### Clock routing, run 1

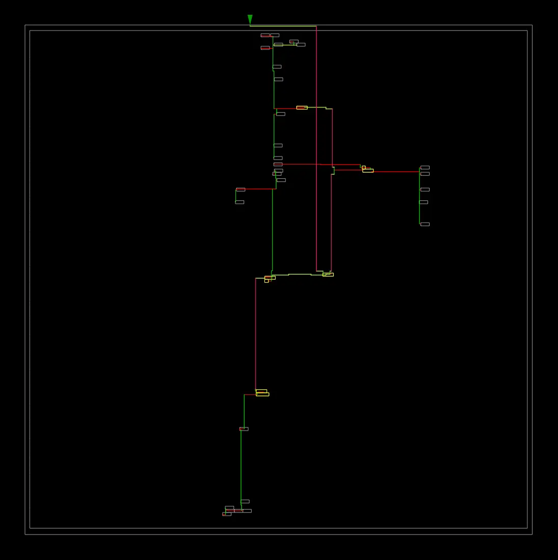
### Register map, names as in the netlist, run 1

The bar under the picture is 100 um long. Other sequential cells in the stronger gray, the rest of the logic in the fainter gray.
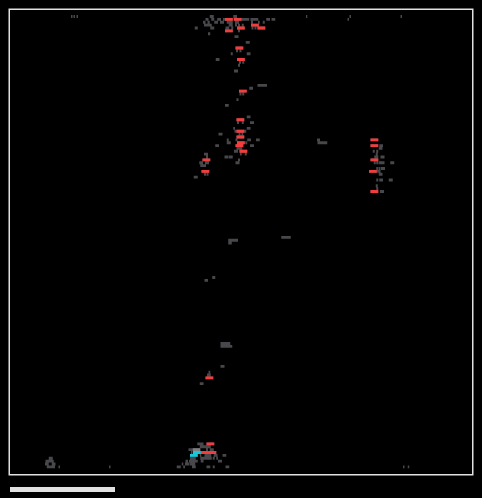
### Pin placement, run 1

The bar under the picture is 100 um long. Pins as bars across the die edge, other pins in gray.
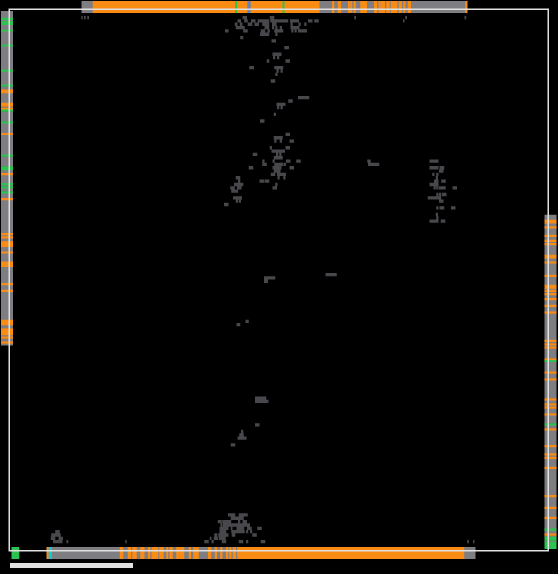
### Metal 1, run 1

The bar under the picture is 100 um long.
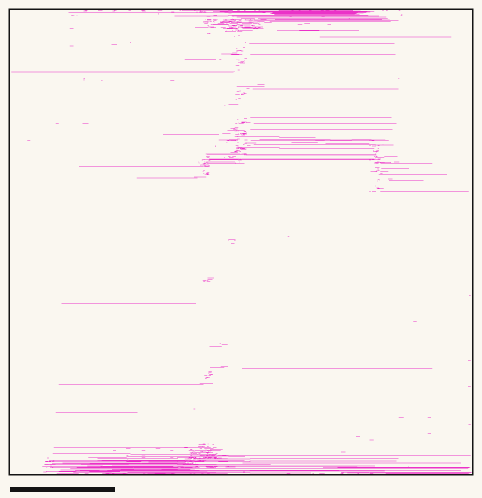
--- src/rtl/cc_read_scheduler.sv ---
// cc_read_scheduler
// Front-end scheduler for the cache controller read path. It accepts one
// tag-lookup result per valid/ready handshake and records the hit/miss order
// in the reorder unit's hit-flag FIFO. Hit lines are pushed into the hit-data
// FIFO. Each miss issues one 8-beat AXI INCR read burst.
//
// Ports:
//   clk, rst                 clock, synchronous active-high reset
//   lookup_*                 lookup result handshake (valid/ready, hit, addr, data)
//   hit_flag_fifo_*          flag FIFO almost-full input, write strobe/data outputs
//   hit_data_fifo_*          data FIFO almost-full input, write strobe/data outputs
//   mem_ar*                  AXI read address channel (master side)
//   mem_rvalid/rready/rlast  monitored AXI R channel, used to retire misses
//   outstanding_o            number of misses whose last R beat is still due
module cc_read_scheduler #(
  parameter int ADDR_W          = 32,
  parameter int MAX_OUTSTANDING = 2
) (
  input  logic                                  clk,
  input  logic                                  rst,
  input  logic                                  lookup_valid_i,
  output logic                                  lookup_ready_o,
  input  logic                                  lookup_hit_i,
  input  logic [ADDR_W-1:0]                     lookup_addr_i,
  input  logic [517:0]                          lookup_data_i,
  input  logic                                  hit_flag_fifo_afull_i,
  output logic                                  hit_flag_fifo_wren_o,
  output logic                                  hit_flag_fifo_wdata_o,
  input  logic                                  hit_data_fifo_afull_i,
  output logic                                  hit_data_fifo_wren_o,
  output logic [517:0]                          hit_data_fifo_wdata_o,
  output logic [ADDR_W-1:0]                     mem_araddr_o,
  output logic [3:0]                            mem_arlen_o,
  output logic [2:0]                            mem_arsize_o,
  output logic [1:0]                            mem_arburst_o,
  output logic                                  mem_arvalid_o,
  input  logic                                  mem_arready_i,
  input  logic                                  mem_rvalid_i,
  input  logic                                  mem_rready_i,
  input  logic                                  mem_rlast_i,
  output logic [$clog2(MAX_OUTSTANDING+1)-1:0]  outstanding_o
);

  localparam int OUT_W = $clog2(MAX_OUTSTANDING + 1);

  typedef enum logic {
    IDLE,
    AR_WAIT
  } state_t;

  state_t             r_state;
  state_t             w_nextState;
  logic [ADDR_W-1:0]  r_araddr;
  logic [OUT_W-1:0]   r_outstanding;

  logic w_ready;
  logic w_accept;
  logic w_missAccept;
  logic w_completion;
  logic w_inc;
  logic w_dec;

  // Ready is a pure function of state, FIFO levels, the hit bit and the
  // miss budget. Valid does not gate it. Ready is forced low while reset is
  // held so that nothing is accepted into the FIFOs during reset.
  always_comb begin
    w_nextState = r_state;
    w_ready     = 1'b0;
    case (r_state)
      IDLE: begin
        if (!rst) begin
          w_ready = !hit_flag_fifo_afull_i &&
                    (lookup_hit_i ? !hit_data_fifo_afull_i
                                  : (r_outstanding < OUT_W'(MAX_OUTSTANDING)));
        end
        if (lookup_valid_i && w_ready && !lookup_hit_i) begin
          w_nextState = AR_WAIT;
        end
      end
      AR_WAIT: begin
        if (mem_arready_i) begin
          w_nextState = IDLE;
        end
      end
      default: w_nextState = IDLE;
    endcase
  end

  assign w_accept     = lookup_valid_i && w_ready;
  assign w_missAccept = w_accept && !lookup_hit_i;
  assign w_completion = mem_rvalid_i && mem_rready_i && mem_rlast_i;
  assign w_inc        = w_missAccept;
  // A completion with nothing outstanding is stray and must not underflow.
  assign w_dec        = w_completion && (r_outstanding != '0);

  // State register, the latched miss address and the outstanding counter.
  // The slot is reserved at miss accept, so a simultaneous accept and
  // completion cancel out.
  always_ff @(posedge clk) begin
    if (rst) begin
      r_state       <= IDLE;
      r_araddr      <= '0;
      r_outstanding <= '0;
    end else begin
      r_state <= w_nextState;
      if (w_missAccept) begin
        r_araddr <= lookup_addr_i & ~ADDR_W'(63);
      end
      case ({w_inc, w_dec})
        2'b10:   r_outstanding <= r_outstanding + OUT_W'(1);
        2'b01:   r_outstanding <= r_outstanding - OUT_W'(1);
        default: r_outstanding <= r_outstanding;
      endcase
    end
  end

  assign lookup_ready_o        = w_ready;
  assign hit_flag_fifo_wren_o  = w_accept;
  assign hit_flag_fifo_wdata_o = lookup_hit_i;
  assign hit_data_fifo_wren_o  = w_accept && lookup_hit_i;
  assign hit_data_fifo_wdata_o = lookup_data_i;

  assign mem_araddr_o  = r_araddr;
  assign mem_arvalid_o = (r_state == AR_WAIT);
  assign mem_arlen_o   = 4'd7;
  assign mem_arsize_o  = 3'b011;
  assign mem_arburst_o = 2'b01;
  assign outstanding_o = r_outstanding;

endmodule

--- config.mk ---
export PLATFORM = sky130hd
export DESIGN_NAME = cc_read_scheduler
export DESIGN_NICKNAME = d
export VERILOG_FILES = /design/src/rtl/cc_read_scheduler.sv
export SDC_FILE = /design/constraint.sdc
export NUM_CORES = 1
export LEC_CHECK = 0
export CAP_MARGIN = 20
export CORE_AREA = 4 4 434 436
export DETAILED_ROUTE_END_ITERATION = 10
export DIE_AREA = 0 0 438 440
export GPL_ROUTABILITY_DRIVEN = 1
export MAX_ROUTING_LAYER = met4
export SLEW_MARGIN = 20
export SYNTH_ARGS = -nofsm -noshare
export SYNTH_HDL_FRONTEND = slang
export SYNTH_SLANG_ARGS = --single-unit
--- constraint.sdc ---
create_clock -name clk -period 4.9 [get_ports clk]
set_clock_uncertainty 0.1 [all_clocks]
set_input_delay 0.735 -clock clk [delete_from_list [all_inputs] [get_ports clk]]
set_output_delay 0.735 -clock clk [all_outputs]
set_load 0.02 [all_outputs]
==> flow_summary.rst, run 1 <==
Physical design figures
=======================

.. list-table::
   :header-rows: 1

   * - Metric
     - Value
   * - Result of the run
     - finished clean
   * - Number of unique standard cell types used by synthesis
     - 27
   * - Category of the worst setup path capture point
     - output port
   * - Yosys warnings
     - 0
   * - Average instance area after synthesis
     - 7.72 um^2
   * - Die y size
     - 440 um
   * - Final Worst Setup Slack
     - 1190 ps
   * - Signal buffers share of area
     - 13.4%
   * - Leak
     - 0.000750 uW
   * - Die width
     - 438 um
   * - Crit start category
     - input port
   * - Yosys cell count
     - 675
   * - Cells along the critical path
     - clkdlybuf4s50_1, or3_2, a211oi_4, and3_1, buf_4
   * - Growth of design area from synthesis to finish
     - 0.120%
   * - Maximum level of the CTS H-tree
     - 2
   * - Weighted congestion at the end of routability-driven global placement
     - 0.883
   * - Overall fraction of global-route tracks in use
     - 14.6%
   * - Fmax
     - 269 MHz
   * - Switching part of the total
     - 32.0%
   * - Total via count after detailed routing
     - 2,785
   * - Fraction of registers with async set or reset after synthesis
     - 0%
   * - Yosys xor share
     - 0.336%
   * - Total length of routed wires
     - 142 mm
   * - Via/cell ratio
     - 1.02
   * - Sequential portion of the cell area
     - 11.1%
   * - Critical path's slowest cell
     - sky130_fd_sc_hd__or3_2
   * - Number of antenna violations at the first check in global routing
     - 29
   * - Cell count after synthesis
     - 675
   * - Arrival time of data at the critical path endpoint
     - 2880 ps
   * - Post-placement setup slack
     - 1140 ps
   * - Post-synthesis cell type with the largest instance count
     - sky130_fd_sc_hd__buf_4
   * - Portion of total power attributed to sequential cells
     - 31.7%
   * - Mux share of post-synthesis cell area
     - 0%
   * - Biggest fanout along the worst timing path
     - 29
   * - Total number of clock tree sinks
     - 29
   * - Slack of the worst reg-to-reg path
     - 2360 ps
   * - Inverters, non-clock
     - 0
   * - Number of routed nets with antenna violations
     - 0
   * - Start point of the critical path
     - hit_flag_fifo_afull_i
   * - Power Combinational
     - 122 uW
   * - Area taken by flip-flops and latches
     - 581 um^2
   * - Yosys stat chip area
     - 5210 um^2
   * - Buffer count excluding the clock tree in the final layout
     - 72
   * - Tap cells
     - 2,480
   * - Transition time at the pin with the least slew margin
     - 1050 ps
   * - Remaining DRCs
     - 0
   * - Power density over the cells
     - 148 nW/um^2
   * - Final-report setup violation count
     - 0
   * - Post-route core utilization
     - 2.83%
   * - Number of top-level design ports
     - 1,126
   * - Peak ir drop on the vdd network
     - 0.167 mV
   * - Commonest cells in the synthesized netlist
     - sky130_fd_sc_hd__buf_4 (534), sky130_fd_sc_hd__dfxtp_1 (29), sky130_fd_sc_hd__a21oi_1 (28)
   * - Area contributors post-synth
     - sky130_fd_sc_hd__buf_4 (77%), sky130_fd_sc_hd__dfxtp_1 (11%), sky130_fd_sc_hd__a21oi_1 (2.7%)
   * - Power share of the clock group
     - 52.6%
   * - Startpoint of the worst register-to-register path
     - outstanding_o[1]$_SDFFE_PP0P_
   * - Number of synthesized flops with an enable pin
     - 0
   * - Resize count post-CTS
     - 0
   * - Internal Power
     - 526 uW
   * - Clock network area share
     - 3.28%
   * - Core region area
     - 185,000 um^2
   * - CTS Root Cell
     - sky130_fd_sc_hd__clkbuf_16
   * - Placement Rows
     - 158
   * - Count of input and output buffers
     - 68
   * - Area share of and-or/or-and cells after synthesis
     - 5.88%
   * - Top flip-flop cell by instance count after synthesis
     - sky130_fd_sc_hd__dfxtp_1
   * - Period minus WS final
     - 3710 ps
   * - Wire length of the first global-routing pass
     - 148 mm
   * - Number of hold violations in the final report
     - 0
   * - Fill cell total of the finished layout
     - 22.1k
   * - Share of synthesized cell area in and, or, nand and nor gates
     - 3.96%
   * - Power consumed by the clock network
     - 407 uW
   * - Floorplan-stage core utilization
     - 2.82%
   * - Final cycle utilization of the critical path
     - 75.8%
   * - Worst slew margin relative to its limit
     - 29.8%
   * - Power Sequential
     - 245 uW
   * - Hold Crit Class
     - reg2reg
   * - Net load switching power
     - 248 uW
   * - Starting DRC count in detailed routing
     - 182
   * - Number of buffers created by CTS
     - 5
   * - Largest contributor to cell area by class
     - tap cells
   * - Final net count
     - 781
   * - Max cap viols
     - 0
   * - CP peak stage delay
     - 870 ps
   * - Share of layout cells above drive strength 1
     - 9.05%
   * - Cell type with the largest total area after synthesis
     - sky130_fd_sc_hd__buf_4
   * - Top cell type's share of synthesized area
     - 76.9%
   * - Setup repair after global routing missed its margin
     - false
   * - Clock buf count
     - 5
   * - WL/cell
     - 52.2 um
   * - Area of the multi-input gates
     - 613 um^2
   * - Mi-comb count
     - 112
   * - Top non-seq family
     - buffers and inverters
   * - CTS tree
     - yes
   * - Kind of critical path
     - in2out
   * - Clk pin slew, worst setup/hold paths
     - 60 ps
   * - Part of the Yosys area used for sequential elements
     - 11.1%
   * - Number of iterations in the first detailed-routing pass
     - 4
   * - Post-CTS setup repair buffer count
     - 0
   * - OpenROAD warning count
     - 32
   * - Longest Clk Path Bufs
     - 2
   * - Vias in the first global route
     - 2,420
   * - Adder-cell share of the synthesized area
     - 0.240%
   * - Required time at the endpoint of the critical path
     - 4070 ps
   * - Total die size
     - 193,000 um^2
   * - Hold Path Origin
     - mem_araddr_o[30]$_SDFFE_PP0P_
   * - Logic gate fraction of the total cell area
     - 11.7%
   * - Netlist area before placement
     - 5210 um^2
   * - Pin count of the biggest net entering global routing
     - 31
   * - Quantity of hold-fixing buffers added after cts
     - 0
   * - Final setup TNS
     - 0 ps
   * - Share of total power in combinational logic
     - 15.7%
   * - Estimated wirelength of the detail-placed design
     - 138 mm
   * - Top power consumer group
     - clock
   * - Synth flops
     - 29
   * - Antenna diodes
     - 21
   * - Remaining global-route overflow
     - 0
   * - Smallest hold slack
     - 380 ps
-- 'Clock routing' (at the start) --
flip-flops: 29
worst-skew pair later-pin latency: 320 ps

-- 'Register map, names as in the netlist' (at the start) --
red -> mem_araddr_o  # flops 26
cyan -> outstanding_o  # flops 2

-- 'Pin placement' (at the start) --
orange -> hit_data_fifo_wdata_o  # pins 518, direction output, edge 235 bottom, 219 top, 36 right, 28 left
green -> lookup_addr_i  # pins 32, direction input, edge 15 left, 9 right, 6 bottom, 2 top
blue -> hit_data_fifo_afull_i  # pins 1, direction input, edge top
cyan -> outstanding_o  # pins 2, direction output, edge bottom

-- 'Metal 1' (at the start) --
share of all routed wire = 9.9%
main direction = horizontal
longest straight run = 377 um
wire length on this layer = 14,100 um

==> run 1: flip-flops by register name (all words and copies together), names as in the netlist <==
name,count
outstanding_o,2
mem_arvalid_o,1
mem_araddr_o,26
==> run 1: routing by layer <==
| metal | global-route usage [%] | up-vias | part of all wire [%] |
|---|---|---|---|
| li1 | - | 684 | - |
| met4 | 2.74 | 0 | 2.2 |
| met1 | 3.99 | 994 | 9.9 |
| met5 | - | - | 0 |
| met2 | 24.1 | 1013 | 48 |
| met3 | 26.9 | 94 | 40 |
==> run 1: placed cells by master, fill, tap and decap left out, types with 5 or more instances in the layout <==
master,instances
sky130_fd_sc_hd__buf_4,7
sky130_fd_sc_hd__o21ai_1,8
sky130_fd_sc_hd__diode_2,21
sky130_fd_sc_hd__clkdlybuf4s50_1,64
sky130_fd_sc_hd__a21oi_1,28
sky130_fd_sc_hd__dfxtp_1,29
sky130_fd_sc_hd__clkbuf_16,5
sky130_fd_sc_hd__nand3_1,26
sky130_fd_sc_hd__conb_1,15
sky130_fd_sc_hd__o21ai_0,19
==> run 1: final timing paths <==
| check | cells after the start | endpoint |
|---|---|---|
| max | 5 | hit_data_fifo_wren_o |
| max reg2reg | 4 | outstanding_o[1]$_SDFFE_PP0P_ |
| min | 2 | mem_araddr_o[30]$_SDFFE_PP0P_ |
| min reg2reg | 2 | mem_araddr_o[30]$_SDFFE_PP0P_ |
==> run 1: metrics by stage <==
stage,area [um^2],cells,power (uW)
6_report,5220,2722,773
5_1_grt,5210,2717,816
4_1_cts,5170,2701,815
3_3_place_gp,4990,2693,374
3_5_place_dp,4990,2693,376
2_1_floorplan,5260,688,920
==> run 1: worst max-delay path, delay by kind of cell <==
kind | cells | cell delay (ps)
and+or+nand+nor | 2 | 1050
AOI/OAI and AO/OA | 1 | 380
buffers and inverters | 2 | 630
## Run 2: what changed since run 1
--- a/config.mk
+++ b/config.mk
@@ -6,9 +6,9 @@
 export NUM_CORES = 1
 export LEC_CHECK = 0
 export CAP_MARGIN = 20
-export CORE_AREA = 4 4 434 436
+export CORE_AREA = 4 4 432 434
 export DETAILED_ROUTE_END_ITERATION = 10
-export DIE_AREA = 0 0 438 440
+export DIE_AREA = 0 0 436 438
 export GPL_ROUTABILITY_DRIVEN = 1
 export MAX_ROUTING_LAYER = met4
 export SLEW_MARGIN = 20
==> constraint.sdc (replaced) <==
create_clock -name clk -period 3.5 [get_ports clk]
set_clock_uncertainty 0.1 [all_clocks]
set_input_delay 0.525 -clock clk [delete_from_list [all_inputs] [get_ports clk]]
set_output_delay 0.525 -clock clk [all_outputs]
set_load 0.02 [all_outputs]
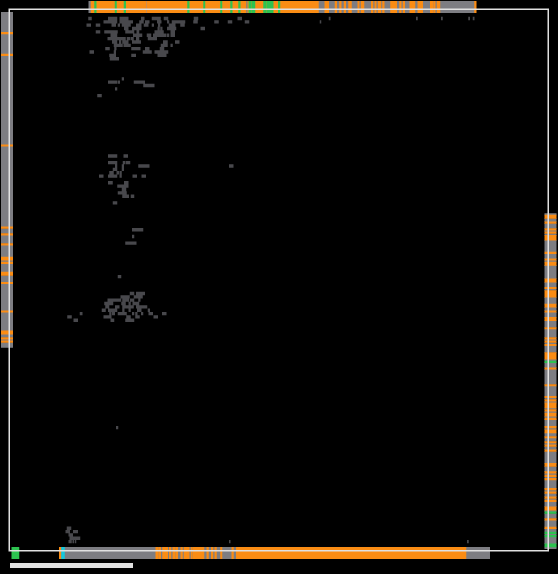
*Pin placement, run 2*
The bar under the picture is 100 um long. Pins as bars across the die edge, other pins in gray.
blue -> hit_data_fifo_afull_i  # pins 1, direction input, edge top
green -> lookup_addr_i  # pins 32, direction input, edge 20 top, 6 bottom, 6 right
orange -> hit_data_fifo_wdata_o  # pins 518, direction output, edge 231 bottom, 207 top, 63 right, 17 left
cyan -> outstanding_o  # pins 2, direction output, edge bottom
all pins by edge = 385 bottom, 341 top, 200 right, 200 left

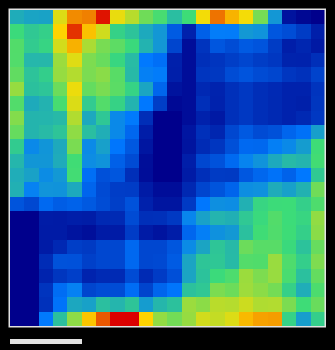
*Wire density map, run 2*
The bar under the picture is 100 um long. 22 x 22 tiles, from dark blue (low) to red (high), scaled to the fullest tile. Values are wire area over tile area, all layers added.
tiles over half the peak = 22%
mean over tiles = 0.16
nearly empty tiles = 6.0%
fullest tile = 0.51
emptiest ninth of the die = middle

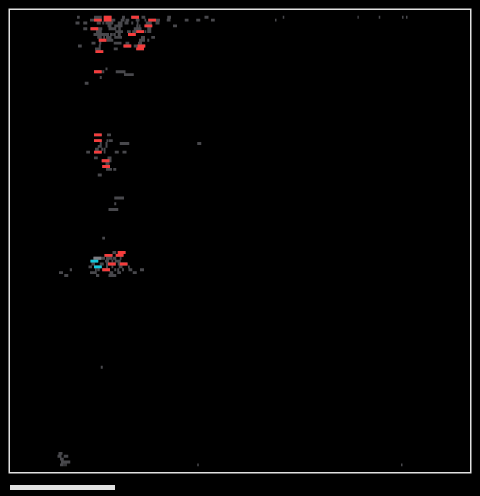
*Register map, names as in the netlist, run 2*
The bar under the picture is 100 um long. Other sequential cells in the stronger gray, the rest of the logic in the fainter gray.
red -> mem_araddr_o  # flops 26
cyan -> outstanding_o  # flops 2
not colored = 1

==> flow_summary.rst, run 2 <==
Physical design figures
=======================

.. list-table::
   :header-rows: 1

   * - Metric
     - Value
   * - Category of the worst setup path capture point
     - output port
   * - Commonest cells in the synthesized netlist
     - sky130_fd_sc_hd__buf_4 (534), sky130_fd_sc_hd__dfxtp_1 (29), sky130_fd_sc_hd__a21oi_1 (28)
   * - Routed wire length on met2
     - 65.8 mm (-3.3%)
   * - Worst slew margin relative to its limit
     - 47.0% (+17 points)
   * - Top non-seq family
     - buffers and inverters
   * - Worst-skew pair later-pin latency
     - 290 ps (-30 ps)
   * - Part of the Yosys area used for sequential elements
     - 11.1% (unchanged)
   * - Setup repair after global routing missed its margin
     - false
   * - Yosys cell count
     - 675 (unchanged)
   * - Die y size
     - 438 um (-0.45%)
   * - Starting DRC count in detailed routing
     - 220 (+21%)
   * - Arrival time of data at the critical path endpoint
     - 2550 ps (-330 ps)
   * - Antenna diodes
     - 4 (-81%)
   * - Result of the run
     - finished clean
   * - Yosys warnings
     - 0 (unchanged)
   * - Floorplan-stage core utilization
     - 2.85% (+0.030 points)
   * - Cell type with the largest total area after synthesis
     - sky130_fd_sc_hd__buf_4
   * - Required time at the endpoint of the critical path
     - 2870 ps (-1200 ps)
   * - Final cycle utilization of the critical path
     - 90.7%
   * - Max cap viols
     - 0 (unchanged)
   * - Share of total power in combinational logic
     - 17.3% (+1.6 points)
   * - Portion of total power attributed to sequential cells
     - 36.2% (+4.5 points)
   * - Depth of the worst register-to-register path
     - 5 (+1)
   * - Average instance area after synthesis
     - 7.72 um^2 (unchanged)
   * - Internal Power
     - 660 uW (+26%)
   * - Share of synthesized cell area in and, or, nand and nor gates
     - 3.96% (unchanged)
   * - Cell count after synthesis
     - 675 (unchanged)
   * - Longest Clk Path Bufs
     - 2 (unchanged)
   * - Final-report setup violation count
     - 0 (unchanged)
   * - Yosys stat chip area
     - 5210 um^2 (unchanged)
   * - Mux share of post-synthesis cell area
     - 0% (unchanged)
   * - Total length of routed wires
     - 140 mm (-1.4%)
   * - Global routing's busiest layer
     - met3
   * - Number of unique standard cell types used by synthesis
     - 27 (unchanged)
   * - Power share of the clock group
     - 46.5% (-6.1 points)
   * - Total number of clock tree sinks
     - 29 (unchanged)
   * - Via/cell ratio
     - 1.11 (+8.9%)
   * - Placement Rows
     - 157 (-0.63%)
   * - OpenROAD warning count
     - 32 (unchanged)
   * - Global-route track usage on met2
     - 23.3% (-0.76 points)
   * - Area of the multi-input gates
     - 612 um^2 (-0.20%)
   * - Peak ir drop on the vdd network
     - 0.163 mV (-2.2%)
   * - Top cell type's share of synthesized area
     - 76.9% (unchanged)
   * - CTS tree
     - yes
   * - Post-route core utilization
     - 2.78% (-0.046 points)
   * - Number of routed nets with antenna violations
     - 0 (unchanged)
   * - Pin count of the biggest net entering global routing
     - 31 (unchanged)
   * - Fill cell total of the finished layout
     - 21.8k (-1.3%)
   * - Core region area
     - 183,000 um^2 (-1.1%)
   * - Hold Crit Class
     - reg2reg
   * - Fmax
     - 315 MHz
   * - WL/cell
     - 53.6 um (+2.7%)
   * - Met1 Usage GRT
     - 3.70% (-0.29 points)
   * - Total via count after detailed routing
     - 2,911 (+4.5%)
   * - Final setup TNS
     - 0 ps (unchanged)
   * - Growth of design area from synthesis to finish
     - -2.54%
   * - Crit start category
     - input port
   * - Top flip-flop cell by instance count after synthesis
     - sky130_fd_sc_hd__dfxtp_1
   * - Fraction of registers with async set or reset after synthesis
     - 0% (unchanged)
   * - Final net count
     - 786 (+0.64%)
   * - Signal buffers share of area
     - 15.0% (+1.6 points)
   * - Net load switching power
     - 291 uW (+18%)
   * - Number of stages on the worst hold path
     - 2 (unchanged)
   * - Number of antenna violations at the first check in global routing
     - 13 (-55%)
   * - Number of buffers created by CTS
     - 5 (unchanged)
   * - Maximum level of the CTS H-tree
     - 2 (unchanged)
   * - Adder-cell share of the synthesized area
     - 0.240% (unchanged)
   * - Die width
     - 436 um (-0.46%)
   * - Transition time at the pin with the least slew margin
     - 794 ps (-257 ps)
==> run 2: cell counts after synthesis <==
No cell type changed its count.
==> run 2: through the flow <==
stage	instances	area (um^2)	total power, uW	setup slack [ps]	hold WS [ps]
floorplan	688	5260	1290	1180	454
global placement	2603	4940	515	369	365
detailed placement	2603	4940	516	340	370
CTS	2609	5070	968	335	381
global route	2611	5070	977	264	405
finish	2613	5080	951	326	381
==> run 2: critical path, cell delays in order <==
cell and delay, ps:
sky130_fd_sc_hd__clkdlybuf4s50_1 430, sky130_fd_sc_hd__or3_1 450, sky130_fd_sc_hd__buf_12 150, sky130_fd_sc_hd__a211oi_4 210
sky130_fd_sc_hd__and2_1 160, sky130_fd_sc_hd__clkdlybuf4s50_1 620
==> run 2: power by group through the flow <==
stage          combinational (uW)  clock (uW)  sequential [uW]
6_report                      165         442              344
3_5_place_dp                  164           0              352
4_1_cts                       165         458              345
3_3_place_gp                  164           0              352
2_1_floorplan                 931           0              357
5_1_grt                       173         459              345
==> run 2: cells by family after synthesis <==
| family | count (synthesis) |
|---|---|
| and+or+nand+nor | 37 |
| other | 2 |
| adders and majority gates | 1 |
| DFF | 29 |
| xor gates and xnor gates | 2 |
| AOI/OAI and AO/OA | 57 |
| buffers and inverters | 547 |
==> run 2: path summary, 6_finish.rpt <==
path                                                    start                            end  slack (ps)
worst max-delay path                    hit_flag_fifo_afull_i           hit_flag_fifo_wren_o         330
worst min-delay path            mem_araddr_o[21]$_SDFFE_PP0P_  mem_araddr_o[21]$_SDFFE_PP0P_         380
worst max register to register  outstanding_o[1]$_SDFFE_PP0P_  outstanding_o[1]$_SDFFE_PP0P_        1200
worst min register to register  mem_araddr_o[21]$_SDFFE_PP0P_  mem_araddr_o[21]$_SDFFE_PP0P_         380
### Clock routing, run 2

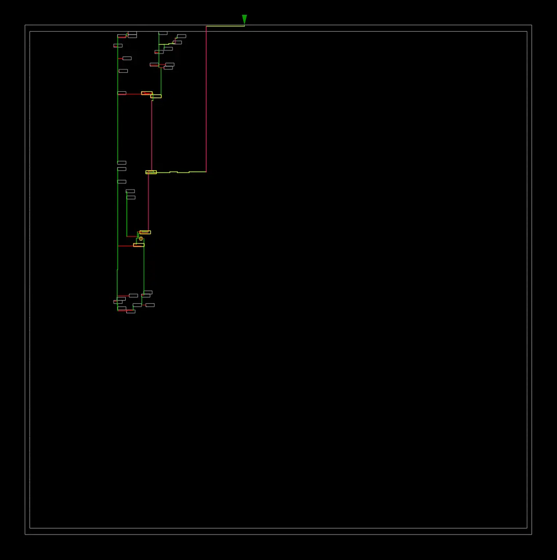

## Run 3: what changed since run 2
--- a/config.mk
+++ b/config.mk
@@ -11,6 +11,7 @@
 export DIE_AREA = 0 0 436 438
 export GPL_ROUTABILITY_DRIVEN = 1
 export MAX_ROUTING_LAYER = met4
+export PLACE_DENSITY = 0.3
 export SLEW_MARGIN = 20
 export SYNTH_ARGS = -nofsm -noshare
 export SYNTH_HDL_FRONTEND = slang
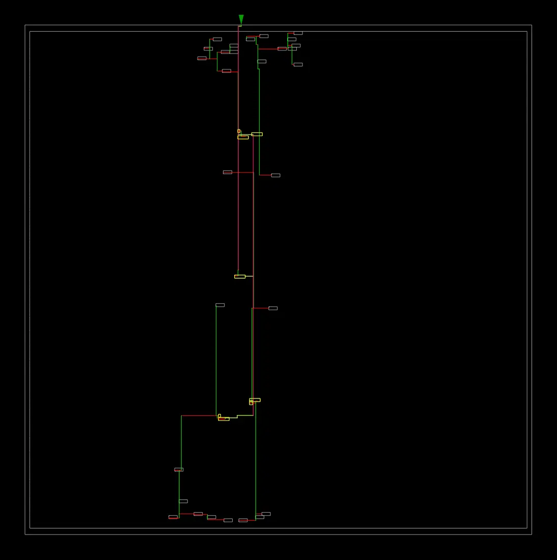
*Clock routing, run 3*
total number of clock tree sinks: 29
power consumed by the clock network: 517 uW
clock buf count: 5

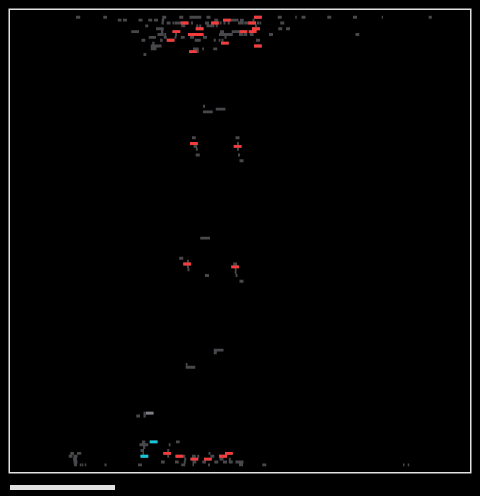
*Register map, names as in the netlist, run 3*
The bar under the picture is 100 um long. Other sequential cells in the stronger gray, the rest of the logic in the fainter gray.
red -> mem_araddr_o  # flops 26
cyan -> outstanding_o  # flops 2

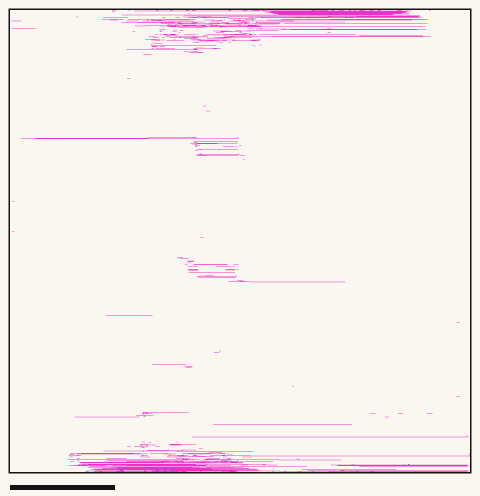
*Metal 1, run 3*
The bar under the picture is 100 um long.
share of all routed wire = 12%
longest straight run = 273 um
main direction = horizontal
wire length on this layer = 13,800 um
nets with wire on the layer = 334

==> flow_summary.rst, run 3 <==
Physical design figures
=======================

.. list-table::
   :header-rows: 1

   * - Metric
     - Value
   * - Required time at the endpoint of the critical path
     - 2870 ps (about the same)
   * - Crit path max-delay family
     - buffers and inverters
   * - Remaining global-route overflow
     - 0
   * - Number of buffers created by CTS
     - 5 (unchanged)
   * - CTS tree
     - yes
   * - Startpoint of the worst register-to-register path
     - outstanding_o[1]$_SDFFE_PP0P_
   * - Count of input and output buffers
     - 68
   * - Yosys warnings
     - 0 (unchanged)
   * - Internal Power
     - 666 uW (+0.83%)
   * - Net load switching power
     - 372 uW (+28%)
   * - Most frequent logic cells in the routed design
     - sky130_fd_sc_hd__clkdlybuf4s50_1 (66), sky130_fd_sc_hd__dfxtp_1 (29), sky130_fd_sc_hd__a21oi_1 (28)
   * - Number of unique standard cell types used by synthesis
     - 27 (unchanged)
   * - Top power consumer group
     - clock
   * - Category of the worst setup path capture point
     - output port
   * - Average instance area after synthesis
     - 7.72 um^2 (unchanged)
   * - Fmax
     - 303 MHz (-3.7%)
   * - Period minus WS final
     - 3300 ps
   * - Cell count after synthesis
     - 675 (unchanged)
   * - Hold Path Origin
     - mem_araddr_o[12]$_SDFFE_PP0P_
   * - Number of stages on the worst hold path
     - 2 (unchanged)
   * - Synth flops
     - 29
   * - Capture point of the worst path
     - hit_data_fifo_wren_o
   * - Hold Crit Class
     - reg2reg
   * - Biggest fanout along the worst timing path
     - 3
   * - Cells along the critical path
     - clkdlybuf4s50_1, or3_1, a211oi_4, and3_1, clkdlybuf4s50_1
   * - Final cycle utilization of the critical path
     - 94.2% (+3.5 points)
   * - Depth of the worst register-to-register path
     - 6 (+1)
   * - Result of the run
     - finished clean
   * - Number of iterations in the first detailed-routing pass
     - 4
   * - Power share of the clock group
     - 49.9% (+3.4 points)
   * - Largest register FFs
     - 26
   * - Setup repair after global routing missed its margin
     - false
   * - Worst slew margin relative to its limit
     - 50.8% (+3.8 points)
   * - Share of total power in combinational logic
     - 16.9% (-0.4 points)
   * - Power Combinational
     - 175 uW (+6%)
   * - Die width
     - 436 um (unchanged)
   * - Area contributors post-synth
     - sky130_fd_sc_hd__buf_4 (77%), sky130_fd_sc_hd__dfxtp_1 (11%), sky130_fd_sc_hd__a21oi_1 (2.7%)
   * - Growth of design area from synthesis to finish
     - -2.69%
   * - Slew Limit Fails
     - 0
   * - Peak ir drop on the vdd network
     - 0.155 mV (-5.0%)
   * - Core region area
     - 183,000 um^2 (unchanged)
   * - Portion of total power attributed to sequential cells
     - 33.2% (-3.0 points)
   * - Total via count after detailed routing
     - 2,534 (-13%)
   * - Part of the Yosys area used for sequential elements
     - 11.1% (unchanged)
   * - Post-synthesis cell type with the largest instance count
     - sky130_fd_sc_hd__buf_4
   * - Top flip-flop cell by instance count after synthesis
     - sky130_fd_sc_hd__dfxtp_1
   * - Number of top-level design ports
     - 1,126
   * - Most common library cell in the layout ignoring fill and taps
     - sky130_fd_sc_hd__clkdlybuf4s50_1
   * - Yosys xor share
     - 0.336%
   * - Final-report setup violation count
     - 0 (unchanged)
   * - Switching part of the total
     - 35.9%
   * - Final setup TNS
     - 0 ps (unchanged)
   * - Placement Rows
     - 157 (unchanged)
   * - Mux share of post-synthesis cell area
     - 0% (unchanged)
   * - Top cell type's share of synthesized area
     - 76.9% (unchanged)
   * - Overall fraction of global-route tracks in use
     - 11.4%
   * - Maximum level of the CTS H-tree
     - 2 (unchanged)
   * - Transition time at the pin with the least slew margin
     - 735 ps (-58.5 ps)
   * - Final Power
     - 1040 uW (+9.1%)
   * - Adder-cell share of the synthesized area
     - 0.240% (unchanged)
   * - Number of synthesized flops with an enable pin
     - 0
   * - Number of routed nets with antenna violations
     - 0 (unchanged)
   * - Start point of the critical path
     - hit_flag_fifo_afull_i
   * - Crit start category
     - input port
   * - Cell type with the largest total area after synthesis
     - sky130_fd_sc_hd__buf_4
   * - Kind of critical path
     - in2out
   * - Cell count along the critical path
     - 5 (-1)
   * - Weighted congestion at the end of routability-driven global placement
     - 0.859
   * - Power density over the cells
     - 205 nW/um^2
   * - OpenROAD warning count
     - 32 (unchanged)
   * - Count of buffering cells on the critical path with inverters included
     - 2 (-1)
   * - Die y size
     - 438 um (unchanged)
   * - Number of hold violations in the final report
     - 0
   * - Leak
     - 0.000757 uW
   * - Capturing point of the worst reg2reg path
     - outstanding_o[1]$_SDFFE_PP0P_
   * - Pin count of the biggest net entering global routing
     - 30 (-3.2%)
   * - Yosys stat chip area
     - 5210 um^2 (unchanged)
   * - Floorplan-stage core utilization
     - 2.85% (unchanged)
   * - CP peak stage delay
     - 620 ps (about the same)
   * - WL/cell
     - 42.4 um (-21%)
   * - Fraction of registers with async set or reset after synthesis
     - 0% (unchanged)
   * - Post-CTS setup repair buffer count
     - 0
   * - Top non-seq family
     - buffers and inverters
   * - Share of layout cells above drive strength 1
     - 9.33%
   * - Slack of the worst reg-to-reg path
     - 1340 ps (+140 ps)
   * - Critical path's slowest cell
     - sky130_fd_sc_hd__clkdlybuf4s50_1
   * - Worst-skew pair later-pin latency
     - 320 ps (+30 ps)
   * - Longest Clk Path Bufs
     - 2 (unchanged)
   * - CTS Root Cell
     - sky130_fd_sc_hd__clkbuf_16
   * - Wire length of the first global-routing pass
     - 117 mm
   * - Clk pin slew, worst setup/hold paths
     - 80 ps
   * - Vias in the first global route
     - 2,308
   * - Estimated wirelength of the detail-placed design
     - 106 mm
   * - Share of synthesized cell area in and, or, nand and nor gates
     - 3.96% (unchanged)
   * - Netlist area before placement
     - 5210 um^2
   * - Yosys cell count
     - 675 (unchanged)
   * - Max cap viols
     - 0 (unchanged)
   * - Total die size
     - 191,000 um^2
   * - Worst Hold Endpoint
     - mem_araddr_o[12]$_SDFFE_PP0P_
   * - Quantity of hold-fixing buffers added after cts
     - 0
   * - Starting DRC count in detailed routing
     - 167 (-24%)
   * - Resize count post-CTS
     - 0
   * - Area share of and-or/or-and cells after synthesis
     - 5.88%
   * - Final net count
     - 785 (-0.13%)
   * - Arrival time of data at the critical path endpoint
     - 2670 ps (+120 ps)
   * - Number of antenna violations at the first check in global routing
     - 8 (-5)
   * - Remaining DRCs
     - 0
   * - Power Sequential
     - 345 uW (about the same)
   * - Via/cell ratio
     - 0.970 (-13%)
   * - Total length of routed wires
     - 111 mm (-21%)
   * - Worst path most repeated cell
     - sky130_fd_sc_hd__clkdlybuf4s50_1
   * - Commonest cells in the synthesized netlist
     - sky130_fd_sc_hd__buf_4 (534), sky130_fd_sc_hd__dfxtp_1 (29), sky130_fd_sc_hd__a21oi_1 (28)
-- run 3: metal layers --
| metal | vias up | routed length, um | GRT usage (%) |
|---|---|---|---|
| met1 | 951 | 13800 | 3.99 |
| li1 | 660 | - | - |
| met2 | 831 | 50100 | 17.5 |
| met3 | 92 | 44000 | 20.8 |
| met5 | - | 0 | - |
| met4 | 0 | 2920 | 2.96 |
-- run 3: worst reg2reg max path, stage by stage, from the launching register on --
cell and delay, ps:
sky130_fd_sc_hd__dfxtp_1 540, sky130_fd_sc_hd__nor3b_4 310, sky130_fd_sc_hd__nand2_1 80, sky130_fd_sc_hd__buf_4 180, sky130_fd_sc_hd__ha_1 350, sky130_fd_sc_hd__or3_1 380, sky130_fd_sc_hd__a21oi_1 140
-- run 3: final cells by class --
cell class,count,area (um^2)
tap,2385,2980
timing repair buffer,76,746
antenna,3,7.51
multi-input combinational,112,612
clock inverter,3,17.5
fill,21815,178000
clock buffer,5,125
sequential,29,581
-- run 3: cell families after synthesis --
| kind of cell | after synthesis |
|---|---|
| AND-OR/OR-AND | 57 |
| XOR/XNOR | 2 |
| adder cells (fa/ha/maj) | 1 |
| buffers and inverters | 547 |
| flip-flops | 29 |
| other | 2 |
| AND/OR/NAND/NOR | 37 |
-- run 3: through the flow --
| step | worst slack (ps) | cell area (um^2) | utilization, % | hold WS [ps] | instances |
|---|---|---|---|---|---|
| after floorplan | 1180 | 5260 | - | 454 | 688 |
| after global placement | 229 | 4920 | 2.69 | 365 | 2602 |
| after detailed placement | 213 | 4920 | 2.69 | 368 | 2602 |
| after CTS | 206 | 5060 | 2.77 | 383 | 2610 |
| after global routing | 127 | 5070 | 2.78 | 401 | 2613 |
| final | 204 | 5070 | 2.78 | 381 | 2613 |
Power figures rest on the tool's default switching activity, not on a simulated workload.
